==> config.mk <==
export PLATFORM = sky130hd
export DESIGN_NAME = fetch_queue
export DESIGN_NICKNAME = d
export VERILOG_FILES = /design/src/rtl/fetch_pkg.sv /design/src/rtl/fetch_fifo.sv /design/src/rtl/fetch_rom.sv /design/src/rtl/fetch_queue.sv
export SDC_FILE = /design/constraint.sdc
export NUM_CORES = 1
export LEC_CHECK = 0
export CAP_MARGIN = 15
export CELL_PAD_IN_SITES_DETAIL_PLACEMENT = 1
export CELL_PAD_IN_SITES_GLOBAL_PLACEMENT = 1
export CORE_AREA = 2 2 546 386
export DETAILED_ROUTE_END_ITERATION = 8
export DIE_AREA = 0 0 548 388
export PLACE_DENSITY_LB_ADDON = 0.1
export SLEW_MARGIN = 10
export SYNTH_ARGS = -nofsm -noshare
export SYNTH_HDL_FRONTEND = slang
export SYNTH_HIERARCHICAL = 1
export SYNTH_SLANG_ARGS = --single-unit
==> constraint.sdc <==
create_clock -name clk -period 4.6 [get_ports clk]
set_input_delay 0.92 -clock clk [delete_from_list [all_inputs] [get_ports clk]]
set_output_delay 0.92 -clock clk [all_outputs]
set_load 0.1 [all_outputs]
==> src/rtl/fetch_pkg.sv <==
// Shared types for the fetch stage: the queue entry carried to decode and the
// 2-bit branch predictor counter with its saturating update.
package fetch_pkg;

  typedef logic [1:0] ctr_t;

  localparam ctr_t CTR_SNT = 2'b00;
  localparam ctr_t CTR_WNT = 2'b01;
  localparam ctr_t CTR_WT  = 2'b10;
  localparam ctr_t CTR_ST  = 2'b11;

  typedef struct packed {
    logic [31:0] instr;
    logic [31:0] pc;
    logic        pred;
  } entry_t;

  function automatic ctr_t ctr_next(ctr_t c, logic taken);
    if (taken) return (c == CTR_ST) ? CTR_ST : c + 2'd1;
    return (c == CTR_SNT) ? CTR_SNT : c - 2'd1;
  endfunction

endpackage

==> src/rtl/fetch_fifo.sv <==
// Circular queue with occupancy count; clear empties it in one edge and takes
// priority over push/pop. Callers never push into a full queue without popping.
module fetch_fifo #(
  parameter int  DEPTH  = 4,
  parameter type item_t = logic
) (
  input  logic                       clk,
  input  logic                       rstn,
  input  logic                       push,
  input  logic                       pop,
  input  logic                       clear,
  input  item_t                      din,
  output item_t                      dout,
  output logic                       full,
  output logic                       empty,
  output logic [$clog2(DEPTH+1)-1:0] count
);

  localparam int PW = $clog2(DEPTH);
  localparam int CW = $clog2(DEPTH + 1);

  item_t         mem [DEPTH];
  logic [PW-1:0] wr_ptr;
  logic [PW-1:0] rd_ptr;

  assign full  = (count == CW'(DEPTH));
  assign empty = (count == '0);

  // NOTE: the storage array has no reset, only pointers and count do; dout is
  // forced to zero while empty so stale or uninitialised slots never leak out.
  assign dout = empty ? '0 : mem[rd_ptr];

  always_ff @(posedge clk or negedge rstn) begin
    if (!rstn) begin
      wr_ptr <= '0;
      rd_ptr <= '0;
      count  <= '0;
    end else if (clear) begin
      wr_ptr <= '0;
      rd_ptr <= '0;
      count  <= '0;
    end else begin
      if (push) wr_ptr <= wr_ptr + 1'b1;
      if (pop)  rd_ptr <= rd_ptr + 1'b1;
      case ({push, pop})
        2'b10:   count <= count + 1'b1;
        2'b01:   count <= count - 1'b1;
        default: ;
      endcase
    end
  end

  always_ff @(posedge clk) begin
    if (push && !clear) mem[wr_ptr] <= din;
  end

endmodule

==> src/rtl/fetch_rom.sv <==
// Combinational instruction memory holding a synthetic straight-line program:
// word i is "addi x0, x0, i", so every fetched word identifies its own slot.
module fetch_rom #(
  parameter int NUM_INST = 128
) (
  input  logic [$clog2(NUM_INST)-1:0] idx,
  output logic [31:0]                 instr
);

  assign instr = 32'h0000_0013 | (32'(idx) << 20);

endmodule

==> src/rtl/fetch_queue.sv <==
// Fetch stage: PC register, direct-mapped BTB with 2-bit counters, instruction
// ROM and a fetch queue feeding decode; execute-stage mispredicts flush and redirect.
module fetch_queue
  import fetch_pkg::*;
#(
  parameter int          NUM_INST    = 128,
  parameter int          QDEPTH      = 4,
  parameter int          BTB_ENTRIES = 16,
  parameter logic [31:0] RESET_PC    = 32'h0
) (
  input  logic        clk,
  input  logic        rstn,
  input  logic        stall,
  input  logic        res_valid,
  input  logic [31:0] res_pc,
  input  logic        res_taken,
  input  logic        res_pred,
  input  logic [31:0] res_target,
  output logic        fd_valid,
  output logic [31:0] fd_instr,
  output logic [31:0] fd_pc,
  output logic        fd_pred,
  output logic        flush
);

  localparam int IMEM_AW = $clog2(NUM_INST);
  localparam int IDX_W   = $clog2(BTB_ENTRIES);
  localparam int TAG_W   = 30 - IDX_W;
  localparam int CW      = $clog2(QDEPTH + 1);

  logic [31:0]      pc;
  logic [31:0]      instr;
  logic             btb_valid  [BTB_ENTRIES];
  logic [TAG_W-1:0] btb_tag    [BTB_ENTRIES];
  logic [31:0]      btb_target [BTB_ENTRIES];
  ctr_t             ctr        [BTB_ENTRIES];
  logic [IDX_W-1:0] idx;
  logic [IDX_W-1:0] res_idx;
  logic             pred;
  logic             pop;
  logic             push;
  logic             full;
  logic             empty;
  logic [CW-1:0]    q_count;
  entry_t           fetched;
  entry_t           head;

  assign idx     = pc[2 +: IDX_W];
  assign res_idx = res_pc[2 +: IDX_W];

  // Lookup reads the registered BTB, so a same-cycle update is only seen next cycle.
  assign pred  = btb_valid[idx] && (btb_tag[idx] == pc[31 -: TAG_W]) && (ctr[idx] >= CTR_WT);
  assign flush = res_valid && (res_taken != res_pred);

  assign fd_valid = (q_count != '0);
  assign pop      = fd_valid && !stall;
  assign push     = !full || pop;
  assign fetched  = '{instr: instr, pc: pc, pred: pred};

  assign fd_instr = head.instr;
  assign fd_pc    = head.pc;
  assign fd_pred  = head.pred;

  fetch_rom #(.NUM_INST(NUM_INST)) u_rom (
    .idx   (pc[2 +: IMEM_AW]),
    .instr (instr)
  );

  fetch_fifo #(.DEPTH(QDEPTH), .item_t(entry_t)) u_fifo (
    .clk   (clk),
    .rstn  (rstn),
    .push  (push && !flush),
    .pop   (pop && !flush),
    .clear (flush),
    .din   (fetched),
    .dout  (head),
    .full  (full),
    .empty (empty),
    .count (q_count)
  );

  always_ff @(posedge clk or negedge rstn) begin
    if (!rstn)      pc <= RESET_PC;
    else if (flush) pc <= res_taken ? res_target : res_pc + 32'd4;
    else if (push)  pc <= pred ? btb_target[idx] : pc + 32'd4;
  end

  // NOTE: non-blocking updates keep every read this cycle on pre-edge values,
  // which is what gives the lookup its read-before-update behaviour.
  always_ff @(posedge clk or negedge rstn) begin
    if (!rstn) begin
      for (int i = 0; i < BTB_ENTRIES; i++) begin
        btb_valid[i] <= 1'b0;
        ctr[i]       <= CTR_WNT;
      end
    end else if (res_valid) begin
      ctr[res_idx] <= ctr_next(ctr[res_idx], res_taken);
      if (res_taken) btb_valid[res_idx] <= 1'b1;
    end
  end

  always_ff @(posedge clk) begin
    if (res_valid && res_taken) begin
      btb_tag[res_idx]    <= res_pc[31 -: TAG_W];
      btb_target[res_idx] <= res_target;
    end
  end

  // empty and count describe the same occupancy from two angles
  assert property (@(posedge clk) disable iff (!rstn) empty == (q_count == '0));

endmodule
Figure 1. Placement by cell class (run 1).
The bar under the picture is 200 µm long.
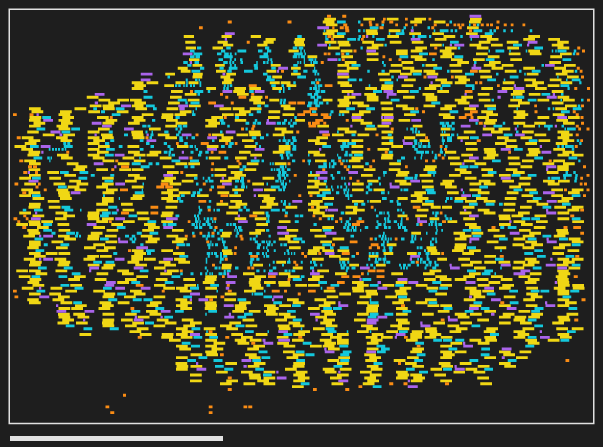
| class | colour | cells | share of their area |
|---|---|---|---|
| sequential cells | yellow | 1275 | 64% |
| combinational and other logic | cyan | 1165 | 22% |
| clock drivers and dummy loads | purple | 257 | 7.8% |
| remaining buffers and delay cells | orange | 329 | 5.7% |

Figure 2. Routing congestion map (run 1).
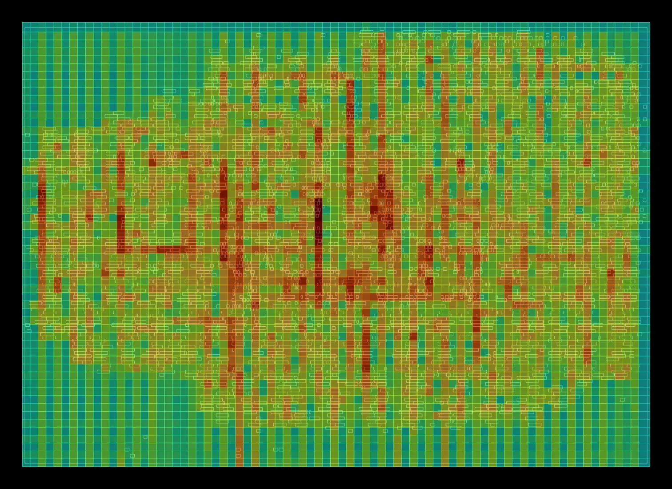
total track usage: 0.162
post-layout util: 0.301

Figure 3. Register map, names as in the netlist (run 1).
The bar under the picture is 200 µm long. Other sequential cells in the stronger grey, the rest of the logic in the fainter grey.
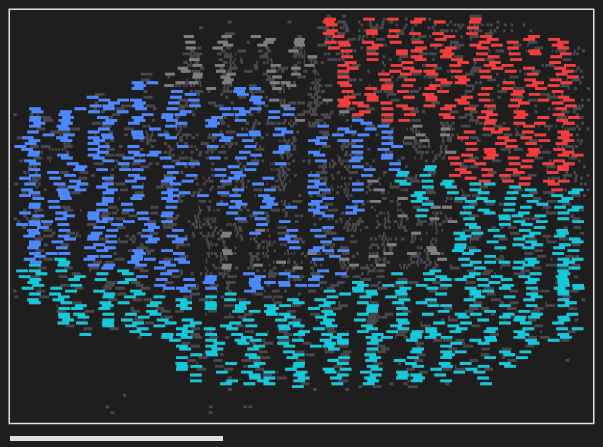
| name in the netlist | colour | sequential cells |
|---|---|---|
| btb_tag | blue | 416 |
| btb_target | cyan | 512 |
| u_fifo/mem | red | 260 |
Reg area: 37900 µm²
seq pwr: 15.0 mW

==> run 1: metal layers <==
metal  GRT usage  vias to the layer above  routed length (µm)  part of all wire
met5           0                        -                  71           0.00041
met3      0.0313                      248                8500             0.049
li1            -                    11152                   -                 -
met1       0.234                    14685               82100              0.47
met4      0.0425                       10                4510             0.026
met2       0.249                      619               78000              0.45
==> run 1: area by class of cell <==
type	instances	area [µm²]	area share
Tap cell	2769	3460	0.0557
Clock inverter	90	768	0.0123
Timing Repair Buffer	329	3330	0.0534
Inverter	20	76.3	0.00123
Sequential cell	1275	37900	0.609
Clock buffer	167	3810	0.0612
Multi-Input combinational cell	1145	12900	0.207
Antenna cell	1	2.50	0.0000402
==> run 1: state kept, by name, summed over array words and instances (netlist names) <==
signal	cells
u_fifo/mem	260
u_fifo/count	3
btb_valid	16
ctr	32
btb_target	512
u_fifo/wr_ptr	2
pc	32
u_fifo/rd_ptr	2
btb_tag	416
==> run 1: cells by family (layout without fill, tap and decap cells) <==
logic type                 after synthesis  after routing  share of synthesized area
buffers and inverters                  199            606                     0.0206
DFF                                   1275           1275                      0.734
and+or+nand+nor                        364            364                     0.0365
xor gates and xnor gates                92             92                     0.0156
adders and majority gates               12             12                    0.00296
AOI/OAI and AO/OA                      190            190                     0.0241
muxes                                  462            462                      0.166
other                                    2             26                   0.000146
==> run 1: repair_timing <==
| item | 4_1_cts | 5_1_grt |
|---|---|---|
| gates resized | 0 | 2 |
| setup endpoints to repair | 0 | 4 |
| setup buffers | 0 | 0 |
==> run 1: power by group through the flow <==
stage	Sequential (mW)	Combinational [mW]	Clock, mW
after floorplan	14.5	10.1	0
after detailed placement	15.3	14.6	0
after global placement	15.2	14.5	0
after CTS	15.0	14.6	11.8
final	15.0	14.3	11.4
after global routing	15.1	15.1	12.2
==> summary.txt, run 1 <==
run metrics: RSZ-0062 raised after global routing=no, Max Fclk=225 MHz, antenna-violating nets left=0, Logic pwr share=0.352, max_slew headroom=0.185, clk buf depth=4, clk slew on worst S/H paths=0.06 ns, status=finished clean, DR DRC count=0, slowest CP cell=dfrtp_4, P&R area growth vs syn=20.6%, Cell Area, Synth=51600 µm², largest net degree at the start of global routing=79, Distinct cells, synth=75, TritonCTS clock tree=built, CTS sink count=1275, DRT iter0 DRCs=2382, crit start category=register, first-pass GRT wire length=240 mm, number of cells in Yosys stat=2596, leakage=20.1 nW, MaxCap Viol Count=0, top-area cell type share of the netlist area=0.691, via density per instance=4.61, core area=207000 µm², port bufs=136, most numerous logic cells after layout=edfxtp_1 (1188), mux4_2 (311), buf_4 (205), count leader, synth=edfxtp_1, Critical Path Most Common Cell=buf_12, Final Cell Area=62200 µm², CTS Buf Count=147, CTS root buffer=clkbuf_16, pwr dens=654 nW/µm², reg-to-reg slack, setup=0.16 ns, Placed Area=57600 µm², final WL=173 mm, via count=26714, WP buf/inv=3, Final Worst Setup Slack=0.160 ns, switching fraction of total power=0.369, CP peak stage delay=0.72 ns, Ports=137, reg2reg path depth=12, Commonest Layout Cell=edfxtp_1, worst path cell trace=buf_12 -> mux4_2 -> mux2i_1 -> nor2_1 -> a211oi_1 -> buf_4 -> o21ai_0 -> a211o_1 -> or4_2 -> buf_12 -> o31ai_2 -> a21oi_1, vias in the first global route=29042, cts hold-fix bufs=0, synthesized area per cell=19.9 µm², Reg2Reg Capture Point=pc[2], Final Skew=0.0441 ns, sequential fraction of the synthesis area=0.734, fp util=0.249, post-layout minimum cycle time=4.44 ns, area leader, netlist=edfxtp_1, top cells by count=edfxtp_1 (1188), mux4_2 (311), mux2i_1 (106), nor2b_1 (83), nand2_1 (81), Die W=548 µm, CP delay by family, top=AND-OR/OR-AND gates, FP Rows=140, Flop pwr share=0.368, H-tree levels=4, Skew-Pair Late Insertion Delay=0.79 ns, flip-flops with a built-in enable=1188, Top FF cell, synth=edfxtp_1, worst setup path end=pc[2], NetSw=15.0 mW, Synth Instances=2596, Sum Neg Setup Slack=0 ns, YS chip area=51600 µm², Nets=2998, die height=388 µm, GRT Residual Overflow=0, Tot Pwr=40.7 mW, Post-synth ARST share=0.0682, non-filler instance count after layout=5796, Crit. End Element=register, top cells by area, synth=edfxtp_1 (69%), mux4_2 (14%), dfrtp_1 (3.4%), share of layout cells above drive strength 1=0.293, Stages on worst setup path=12, Routability Congestion=0.801, initial antenna violation count=19, DR WL/cell=29.9 µm, final period utilization=0.965, R2R Path Start=pc[4], class of the worst hold path=in -> async, critical path class=reg -> reg, CP Launch Point=pc[4], worst-margin pin slew=1.22 ns, worst hold margin=0.283 ns, Pins Over Slew Limit=0, internal power=25.7 mW, critical path arrival=5.07 ns, 1st-pass router iterations=8, die area=213000 µm², Max IR drop VDD=0.433 mV, final-layout fill cell count=20874, Inst Count DP=5538, post-placement setup slack=0.122 ns, CP Max Fanout=31, warning total across the stage logs=34, DP HPWL=110 mm, YS warnings=6, clock group share of total power=0.280, Required @ worst endpoint=5.23 ns, #FFs+latches synth=1275, setup violators final=0, Hold Vio Cnt, Final=0
==> run 2, diff against run 1 <==
CTS_CLUSTER_SIZE = 20   (was unset)
Figure 4. Register map, names as in the netlist (run 2).
The bar under the picture is 200 µm long. Other sequential cells in the stronger grey, the rest of the logic in the fainter grey.
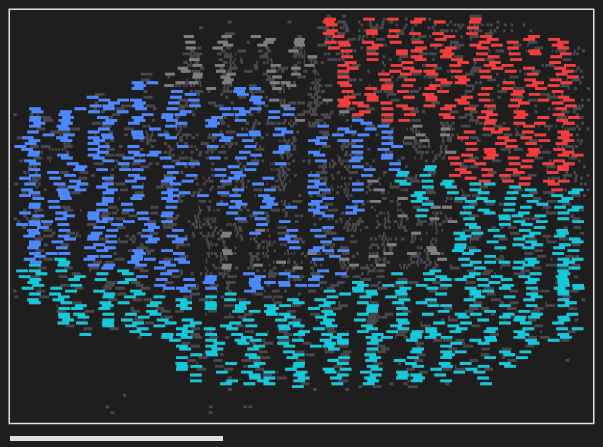
| name in the netlist | colour | sequential cells |
|---|---|---|
| btb_target | cyan | 512 |
| u_fifo/mem | red | 260 |
| btb_tag | blue | 416 |
sequential fraction of total cell area: 0.609

==> run 2 against run 1 <==
Against the previous run:
- fmax stayed put
- non-clock buffer count stayed put
- design area stayed put
- critical path depth is the same
- critical endpoint unchanged
- largest cell class unchanged
- die size did not move
- sequential share of layout area stayed put
- critical path type unchanged
- highest routed layer unchanged
- synthesized cell count stayed put
- hold slack did not move
- area after synthesis unchanged
- clock power about the same
- register-to-register slack about the same
- global-route usage unchanged
==> summary.txt, run 2 <==
run metrics: YS chip area=51600 µm² (unchanged), fp util=0.249 (unchanged), setup violators final=0 (unchanged), Required @ worst endpoint=5.23 ns (about the same), via density per instance=4.61 (unchanged), Nets=2998 (unchanged), number of cells in Yosys stat=2596 (unchanged), crit start category=register (unchanged), Commonest Layout Cell=edfxtp_1 (unchanged), 1st-pass router iterations=8 (unchanged), status=finished clean (unchanged), Distinct cells, synth=75 (unchanged), final period utilization=0.965 (unchanged), sequential fraction of the synthesis area=0.734 (unchanged), reg2reg path depth=12 (unchanged), critical path arrival=5.07 ns (about the same), die height=388 µm (unchanged), CTS Buf Count=147 (unchanged), register name with the most flops=btb_target (unchanged), Placed Area=57600 µm² (unchanged), DRT iter0 DRCs=2382 (unchanged), final WL=173 mm (unchanged), flip-flops with a built-in enable=1188 (unchanged), Post-synth ARST share=0.0682 (unchanged), clk slew on worst S/H paths=0.06 ns (about the same), core area=207000 µm² (unchanged), reg-to-reg slack, setup=0.16 ns (about the same), CTS root buffer=clkbuf_16 (unchanged), non-filler instance count after layout=5796 (unchanged), top flop regs=btb_target x512, btb_tag x416, u_fifo/mem x260 (unchanged), Largest register FFs=512 (unchanged), FP Rows=140 (unchanged), critical path class=reg -> reg (unchanged), Synth Instances=2596 (unchanged), worst hold margin=0.283 ns (unchanged), total track usage=0.162 (unchanged), TritonCTS clock tree=built (unchanged), CTS sink count=1275 (unchanged), synthesized area per cell=19.9 µm² (unchanged), cts hold-fix bufs=0 (unchanged), top cells by count=edfxtp_1 (1188), mux4_2 (311), mux2i_1 (106), nor2b_1 (83), nand2_1 (81) (unchanged), post-layout minimum cycle time=4.44 ns (unchanged), first-pass GRT wire length=240 mm (unchanged), Routability Congestion=0.801 (unchanged), Critical Path Most Common Cell=buf_12 (unchanged), clk buf depth=4 (unchanged), via count=26714 (unchanged), Sum Neg Setup Slack=0 ns (unchanged), YS warnings=6 (unchanged), most numerous logic cells after layout=edfxtp_1 (1188), mux4_2 (311), buf_4 (205) (unchanged), count leader, synth=edfxtp_1 (unchanged), CP delay by family, top=AND-OR/OR-AND gates (unchanged), GRT Residual Overflow=0 (unchanged), Crit. End Element=register (unchanged), Final Skew=0.0441 ns (unchanged), Max IR drop VDD=0.433 mV (unchanged), Die W=548 µm (unchanged), pwr dens=654 nW/µm² (unchanged), vias in the first global route=29042 (unchanged), #FFs+latches synth=1275 (unchanged), Ports=137 (unchanged)
[run 2: through the flow]
step / setup WS (ns) / total power [mW] / utilization
final: 0.160 / 40.7 / 0.301
after detailed placement: 0.122 / 29.9 / 0.279
after CTS: 0.109 / 41.4 / 0.301
after global routing: 0.0736 / 42.4 / 0.301
after global placement: 0.119 / 29.7 / 0.279
after floorplan: -0.0215 / 24.6 / -
[run 2: repair_timing]
action | 4_1_cts | 5_1_grt
setup endpoints to repair | 0 | 4
gates resized | 0 | 2
setup buffers | 0 | 0
[run 2: layout make-up]
cell class	count	area [µm²]
Clock inverter	90	768
Timing Repair Buffer	329	3330
Multi-Input combinational cell	1145	12900
Antenna cell	1	2.50
Sequential cell	1275	37900
Fill cell	20874	145000
Inverter	20	76.3
Tap cell	2769	3460
Clock buffer	167	3810
[run 2: worst max-delay path by stage]
stage / start / endpoint / depth (start not counted)
2_1_floorplan: res_pc[2] / btb_tag[2][0] / 5
3_3_place_gp: pc[3] / pc[2] / 11
3_5_place_dp: pc[3] / pc[2] / 11
4_1_cts: pc[3] / pc[2] / 11
5_1_grt: pc[4] / pc[2] / 12
6_report: pc[4] / pc[2] / 12
[run 2: cell families after synthesis]
logic type / after synthesis / synth area share
AOI/OAI and AO/OA: 190 / 0.0241
DFF: 1275 / 0.734
xor gates and xnor gates: 92 / 0.0156
adders and majority gates: 12 / 0.00296
buffers and inverters: 199 / 0.0206
other: 2 / 0.000146
and+or+nand+nor: 364 / 0.0365
muxes: 462 / 0.166
[run 2: routing by layer]
layer  share of wire  GRT usage
met1            0.47      0.234
met2            0.45      0.249
met3           0.049     0.0313
met4           0.026     0.0425
met5         0.00041          0
[run 2: power by group]
group          internal, mW  switching, mW  total (mW)
Combinational          5.09           9.22        14.3
Clock                  6.65           4.74        11.4
Sequential             13.9           1.06        15.0
No activity file was given, so power comes from the tool's default toggle rates.
